**Cell sizes after repair**

Drawn at 4 px/um.
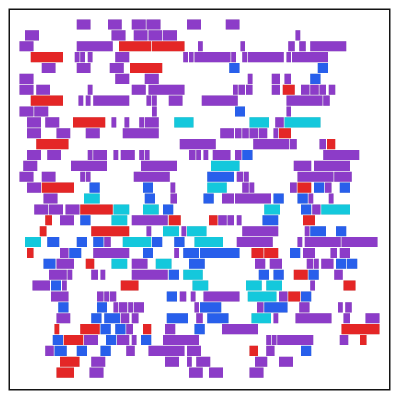
**Track usage over the die**

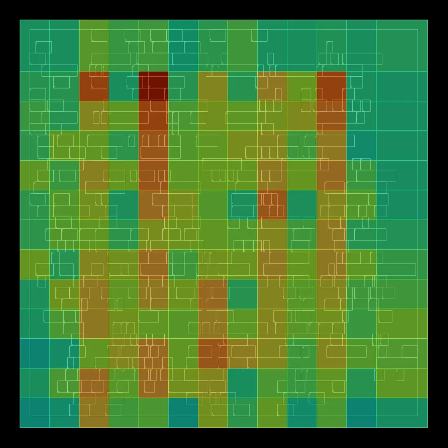
**The metal 3 layer**

Drawn at 4 px/um.
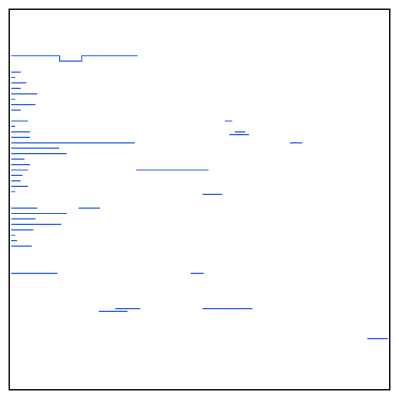
[src/rtl/uart_tx_arbiter_if.sv]
// Requester-side and transmitter-side signal bundle for uart_tx_arbiter.
// The slave modport is the arbiter; the master modport is its environment.
interface uart_tx_arbiter_if #(
    parameter int N = 4
);
    logic [N-1:0]   REQ_VALID;
    logic [8*N-1:0] REQ_DATA;
    logic [N-1:0]   REQ_LAST;
    logic [N-1:0]   REQ_READY;
    logic [N-1:0]   GRANT;
    logic [7:0]     TX_DATA;
    logic           TX_VALID;
    logic           TX_READY;
    logic           BUSY;

    modport slave (
        input  REQ_VALID,
        input  REQ_DATA,
        input  REQ_LAST,
        input  TX_READY,
        output REQ_READY,
        output GRANT,
        output TX_DATA,
        output TX_VALID,
        output BUSY
    );

    modport master (
        output REQ_VALID,
        output REQ_DATA,
        output REQ_LAST,
        output TX_READY,
        input  REQ_READY,
        input  GRANT,
        input  TX_DATA,
        input  TX_VALID,
        input  BUSY
    );
endinterface

[src/rtl/uart_tx_arbiter.sv]
// Round-robin, packet-locked arbiter sharing one UART byte transmitter among N
// byte-stream requesters, with a one-byte registered output stage.
module uart_tx_arbiter #(
    parameter int N      = 4,
    parameter int MAXLEN = 16,
    parameter int GAP    = 255
) (
    input  logic             CLK,
    input  logic             RESETN,
    uart_tx_arbiter_if.slave bus
);

    localparam int PW = (N > 1) ? $clog2(N) : 1;
    localparam logic [PW-1:0] LAST_IDX = PW'(N - 1);
    localparam logic [7:0]    MAXLEN_W = 8'(MAXLEN);
    localparam logic [7:0]    GAP_W    = 8'(GAP);

    typedef enum logic [0:0] {
        ST_IDLE = 1'b0,
        ST_XFER = 1'b1
    } state_t;

    state_t         state_r, state_nxt_s;
    logic [PW-1:0]  ptr_r, ptr_nxt_s;
    logic [PW-1:0]  owner_r, owner_nxt_s;
    logic [N-1:0]   grant_r, grant_nxt_s;
    logic [7:0]     cnt_r, cnt_nxt_s;
    logic [7:0]     gcnt_r, gcnt_nxt_s;
    logic [7:0]     tx_data_r, tx_data_nxt_s;
    logic           tx_valid_r, tx_valid_nxt_s;

    logic           owner_valid_s;
    logic           owner_last_s;
    logic [7:0]     lane_s;
    logic           accept_s;
    logic           release_s;
    logic [7:0]     cnt_inc_s;
    logic [7:0]     gcnt_inc_s;
    logic [PW-1:0]  pick_s;
    logic [PW-1:0]  ptr_after_s;
    logic [N-1:0]   ready_s;

    // First valid index searching upward from start with wrap; the loop runs
    // from the far end so the nearest offset is assigned last and wins.
    function automatic logic [PW-1:0] rr_pick(input logic [N-1:0] valid,
                                              input logic [PW-1:0] start);
        logic [PW-1:0] pick;
        int            idx;
        pick = start;
        for (int k = N - 1; k >= 0; k--) begin
            idx = (int'(start) + k) % N;
            if (valid[idx]) begin
                pick = idx[PW-1:0];
            end else begin
                pick = pick;
            end
        end
        return pick;
    endfunction

    assign owner_valid_s = bus.REQ_VALID[owner_r];
    assign owner_last_s  = bus.REQ_LAST[owner_r];
    assign lane_s        = bus.REQ_DATA[{owner_r, 3'b000} +: 8];
    assign pick_s        = rr_pick(bus.REQ_VALID, ptr_r);
    assign ptr_after_s   = (owner_r == LAST_IDX) ? {PW{1'b0}} : owner_r + {{(PW-1){1'b0}}, 1'b1};
    assign cnt_inc_s     = cnt_r + 8'd1;
    assign gcnt_inc_s    = gcnt_r + 8'd1;

    // A byte moves in when the owner offers one and the output slot is free or draining now.
    assign accept_s  = (state_r == ST_XFER) && owner_valid_s && (!tx_valid_r || bus.TX_READY);
    assign release_s = (accept_s && (owner_last_s || (cnt_inc_s == MAXLEN_W))) ||
                       ((state_r == ST_XFER) && !owner_valid_s && (gcnt_inc_s == GAP_W));

    // Only the owner's ready bit can rise, and only on an accept.
    always_comb begin
        ready_s          = {N{1'b0}};
        ready_s[owner_r] = accept_s;
    end

    // Next-state and next-register computation for the arbiter FSM and output stage.
    always_comb begin
        state_nxt_s    = state_r;
        ptr_nxt_s      = ptr_r;
        owner_nxt_s    = owner_r;
        grant_nxt_s    = grant_r;
        cnt_nxt_s      = cnt_r;
        gcnt_nxt_s     = gcnt_r;
        tx_data_nxt_s  = tx_data_r;
        tx_valid_nxt_s = tx_valid_r;

        // The output register drains in either state, so a byte left over
        // from a released packet still reaches the transmitter.
        if (accept_s) begin
            tx_data_nxt_s  = lane_s;
            tx_valid_nxt_s = 1'b1;
        end else if (bus.TX_READY) begin
            tx_valid_nxt_s = 1'b0;
        end else begin
            tx_valid_nxt_s = tx_valid_r;
        end

        case (state_r)
            ST_IDLE: begin
                if (|bus.REQ_VALID) begin
                    owner_nxt_s = pick_s;
                    grant_nxt_s = {{(N-1){1'b0}}, 1'b1} << pick_s;
                    cnt_nxt_s   = 8'd0;
                    gcnt_nxt_s  = 8'd0;
                    state_nxt_s = ST_XFER;
                end else begin
                    state_nxt_s = ST_IDLE;
                end
            end
            ST_XFER: begin
                if (accept_s) begin
                    cnt_nxt_s  = cnt_inc_s;
                    gcnt_nxt_s = 8'd0;
                end else if (!owner_valid_s) begin
                    gcnt_nxt_s = gcnt_inc_s;
                end else begin
                    gcnt_nxt_s = gcnt_r;
                end
                if (release_s) begin
                    grant_nxt_s = {N{1'b0}};
                    ptr_nxt_s   = ptr_after_s;
                    state_nxt_s = ST_IDLE;
                end else begin
                    state_nxt_s = ST_XFER;
                end
            end
            default: begin
                grant_nxt_s = {N{1'b0}};
                state_nxt_s = ST_IDLE;
            end
        endcase
    end

    // State and output registers; reset discards any buffered byte.
    always_ff @(posedge CLK or negedge RESETN) begin
        if (!RESETN) begin
            state_r    <= ST_IDLE;
            ptr_r      <= {PW{1'b0}};
            owner_r    <= {PW{1'b0}};
            grant_r    <= {N{1'b0}};
            cnt_r      <= 8'd0;
            gcnt_r     <= 8'd0;
            tx_data_r  <= 8'h00;
            tx_valid_r <= 1'b0;
        end else begin
            state_r    <= state_nxt_s;
            ptr_r      <= ptr_nxt_s;
            owner_r    <= owner_nxt_s;
            grant_r    <= grant_nxt_s;
            cnt_r      <= cnt_nxt_s;
            gcnt_r     <= gcnt_nxt_s;
            tx_data_r  <= tx_data_nxt_s;
            tx_valid_r <= tx_valid_nxt_s;
        end
    end

    assign bus.REQ_READY = ready_s;
    assign bus.GRANT     = grant_r;
    assign bus.TX_DATA   = tx_data_r;
    assign bus.TX_VALID  = tx_valid_r;
    assign bus.BUSY      = (state_r != ST_IDLE) || tx_valid_r;

endmodule

[src/flat_wrapper.sv]
// flat-port wrapper written by rule: the top's interface ports become plain ports
module uart_tx_arbiter_flat 
#(
    parameter int N      = 4,
    parameter int MAXLEN = 16,
    parameter int GAP    = 255
)
  (CLK, RESETN, bus_REQ_VALID, bus_REQ_DATA, bus_REQ_LAST, bus_TX_READY, bus_REQ_READY, bus_GRANT, bus_TX_DATA, bus_TX_VALID, bus_BUSY);
  uart_tx_arbiter_if #(.N(N)) bus_i ();
  input  logic CLK;
  input  logic RESETN;
  input wire logic [$bits(bus_i.REQ_VALID)-1:0] bus_REQ_VALID;
  input wire logic [$bits(bus_i.REQ_DATA)-1:0] bus_REQ_DATA;
  input wire logic [$bits(bus_i.REQ_LAST)-1:0] bus_REQ_LAST;
  input wire logic [$bits(bus_i.TX_READY)-1:0] bus_TX_READY;
  output wire logic [$bits(bus_i.REQ_READY)-1:0] bus_REQ_READY;
  output wire logic [$bits(bus_i.GRANT)-1:0] bus_GRANT;
  output wire logic [$bits(bus_i.TX_DATA)-1:0] bus_TX_DATA;
  output wire logic [$bits(bus_i.TX_VALID)-1:0] bus_TX_VALID;
  output wire logic [$bits(bus_i.BUSY)-1:0] bus_BUSY;
  assign bus_i.REQ_VALID = bus_REQ_VALID;
  assign bus_i.REQ_DATA = bus_REQ_DATA;
  assign bus_i.REQ_LAST = bus_REQ_LAST;
  assign bus_i.TX_READY = bus_TX_READY;
  assign bus_REQ_READY = bus_i.REQ_READY;
  assign bus_GRANT = bus_i.GRANT;
  assign bus_TX_DATA = bus_i.TX_DATA;
  assign bus_TX_VALID = bus_i.TX_VALID;
  assign bus_BUSY = bus_i.BUSY;
  uart_tx_arbiter #(.N(N), .MAXLEN(MAXLEN), .GAP(GAP)) u_core (.CLK(CLK), .RESETN(RESETN), .bus(bus_i));
endmodule
[config.mk]
export PLATFORM = sky130hd
export DESIGN_NAME = uart_tx_arbiter_flat
export DESIGN_NICKNAME = d
export VERILOG_FILES = /design/src/rtl/uart_tx_arbiter_if.sv /design/src/rtl/uart_tx_arbiter.sv /design/src/flat_wrapper.sv
export SDC_FILE = /design/constraint.sdc
export NUM_CORES = 1
export LEC_CHECK = 0
export CELL_PAD_IN_SITES_DETAIL_PLACEMENT = 0
export CELL_PAD_IN_SITES_GLOBAL_PLACEMENT = 2
export CORE_MARGIN = 2
export CORE_UTILIZATION = 25
export CTS_CLUSTER_SIZE = 16
export DETAILED_ROUTE_END_ITERATION = 6
export GPL_ROUTABILITY_DRIVEN = 0
export PLACE_DENSITY_LB_ADDON = 0.05
export SLEW_MARGIN = 20
export SYNTH_ARGS = -nofsm -noshare
export SYNTH_HDL_FRONTEND = slang
export SYNTH_SLANG_ARGS = --single-unit
[constraint.sdc]
create_clock -name CLK -period 1.8 [get_ports CLK]
set_clock_uncertainty 0.1 [all_clocks]
set_input_delay 0.27 -clock CLK [delete_from_list [all_inputs] [get_ports CLK]]
set_output_delay 0.27 -clock CLK [all_outputs]
set_load 0.005 [all_outputs]
==> results.json <==
{
  "status": "finished, violations left",
  "violations": "setup timing",
  "setup_violations": 26,
  "rsz0062_at_grt": "true",
  "hold_viol": 0,
  "worst-path-max-fanout": 4,
  "cp.arrival_ns": 2.18,
  "ios": 61,
  "first_iter_violations": 39,
  "relSlewSlack": 0.715,
  "die_h_um": 94.7,
  "logic_family": "simple AND/OR/NAND/NOR gates",
  "rrSetupSlack_ns": -0.31,
  "cts_resized": 56,
  "placed_cells": 420,
  "antenna_found_initial": 0,
  "antenna_left": 0,
  "fmax_mhz": 474,
  "ff_type": "dfrtp_1",
  "path_cells": "buf_4 > inv_2 > mux2i_2 > and3_4 > buf_6 > buf_6 > o2bb2ai_4 > buf_6 > mux2_1",
  "yosys-stat-cells": 217,
  "r2r_cells": 9,
  "critPathKind": "reg -> reg",
  "grt_max_degree": 21,
  "ys_top_cells_by_area": "dfrtp_1, mux4_2, nand2_1, o21ai_0, ha_1",
  "synth.distinct_cells": 39,
  "layout_setup_ws_ns": -0.309,
  "grt_pass1_wl_um": 10300,
  "cp_slowest_cell": "dfrtp_1",
  "ys_sh_adder": 0.0426,
  "edf_count": 0,
  "clock_latency_ns": 0.29
}
## Picture notes: 'cell sizes after repair'
Key: blue = _3 and _4 cells [cells 59, share 18%, most used buf_4]; cyan = _6 and larger [cells 24, share 7.1%, most used buf_6]; red = _2 cells [cells 36, share 11%, most used mux4_2]; purple = _0 and _1 cells [cells 218, share 65%, most used clkdlybuf4s50_1]
design area: 3530 um2
Buffers, non-clock: 122
final setup margin: -0.309 ns
area grow syn2layout: 71.6%

## Picture notes: 'track usage over the die'
met1 usage: 0.208
met2 Track Usage GR: 0.235
Top Usage Layer GRT: met2

## Picture notes: 'the metal 3 layer'
The wires run mostly horizontal. 40 nets have wire on it. The layer carries 279 um of wire.
via count: 2009
final wirelength: 6300 um
grt met3 use: 0.0375

layer usage:
layer,track usage,up-vias,part of all wire
li1,-,1008,-
met1,0.208,945,0.48
met2,0.235,49,0.46
met3,0.0375,7,0.044
met4,0.0399,0,0.012
met5,0,-,0
cell usage after synthesis, types with 4 or more instances:
library cell,instances
inv_1,6
ha_1,7
nor2b_1,4
mux4_2,9
dfrtp_1,34
buf_2,5
and3_1,7
a21oi_1,7
and2_1,5
nor2_1,12
nand3_1,8
o21ai_1,6
mux2i_1,4
o21ai_0,19
nor3_1,4
nand2_1,46
sequential cells by signal (all words and copies together), names as in the netlist:
signal	count
u_core.bus.GRANT	4
u_core.state_r	1
u_core.bus.TX_DATA	8
u_core.ptr_r	2
u_core.bus.TX_VALID	1
u_core.gcnt_r	8
u_core.cnt_r	8
u_core.owner_r	2
through the flow:
step / area (um2) / total power, mW
floorplan: 2080 / 2.63
global placement: 3140 / 4.09
detailed placement: 3140 / 4.06
CTS: 3390 / 5.15
global route: 3530 / 5.83
finish: 3530 / 5.39
power breakdown:
part,leakage [nW],internal (mW),switching (mW)
logic,1.10,2.04,1.51
clock network,0.0431,0.295,0.281
registers,0.437,1.04,0.217
total,1.58,3.38,2.01
final cells by class:
type	count	area, um2	area share
Clock buffer	6	82.6	0.0234
Timing Repair Buffer	122	1170	0.331
Tap cell	105	131	0.0372
Multi-Input combinational cell	169	1270	0.360
Sequential cell	34	853	0.242
Inverter	6	22.5	0.00638
worst min path at each step:
stage                     startpoint                  end
after floorplan               RESETN  u_core.bus.GRANT[0]
after global placement        RESETN     u_core.gcnt_r[2]
after detailed placement      RESETN     u_core.gcnt_r[2]
after CTS                     RESETN    u_core.owner_r[0]
after global routing          RESETN  u_core.bus.TX_VALID
final                         RESETN     u_core.gcnt_r[2]
No activity file was given, so power comes from the tool's default toggle rates.
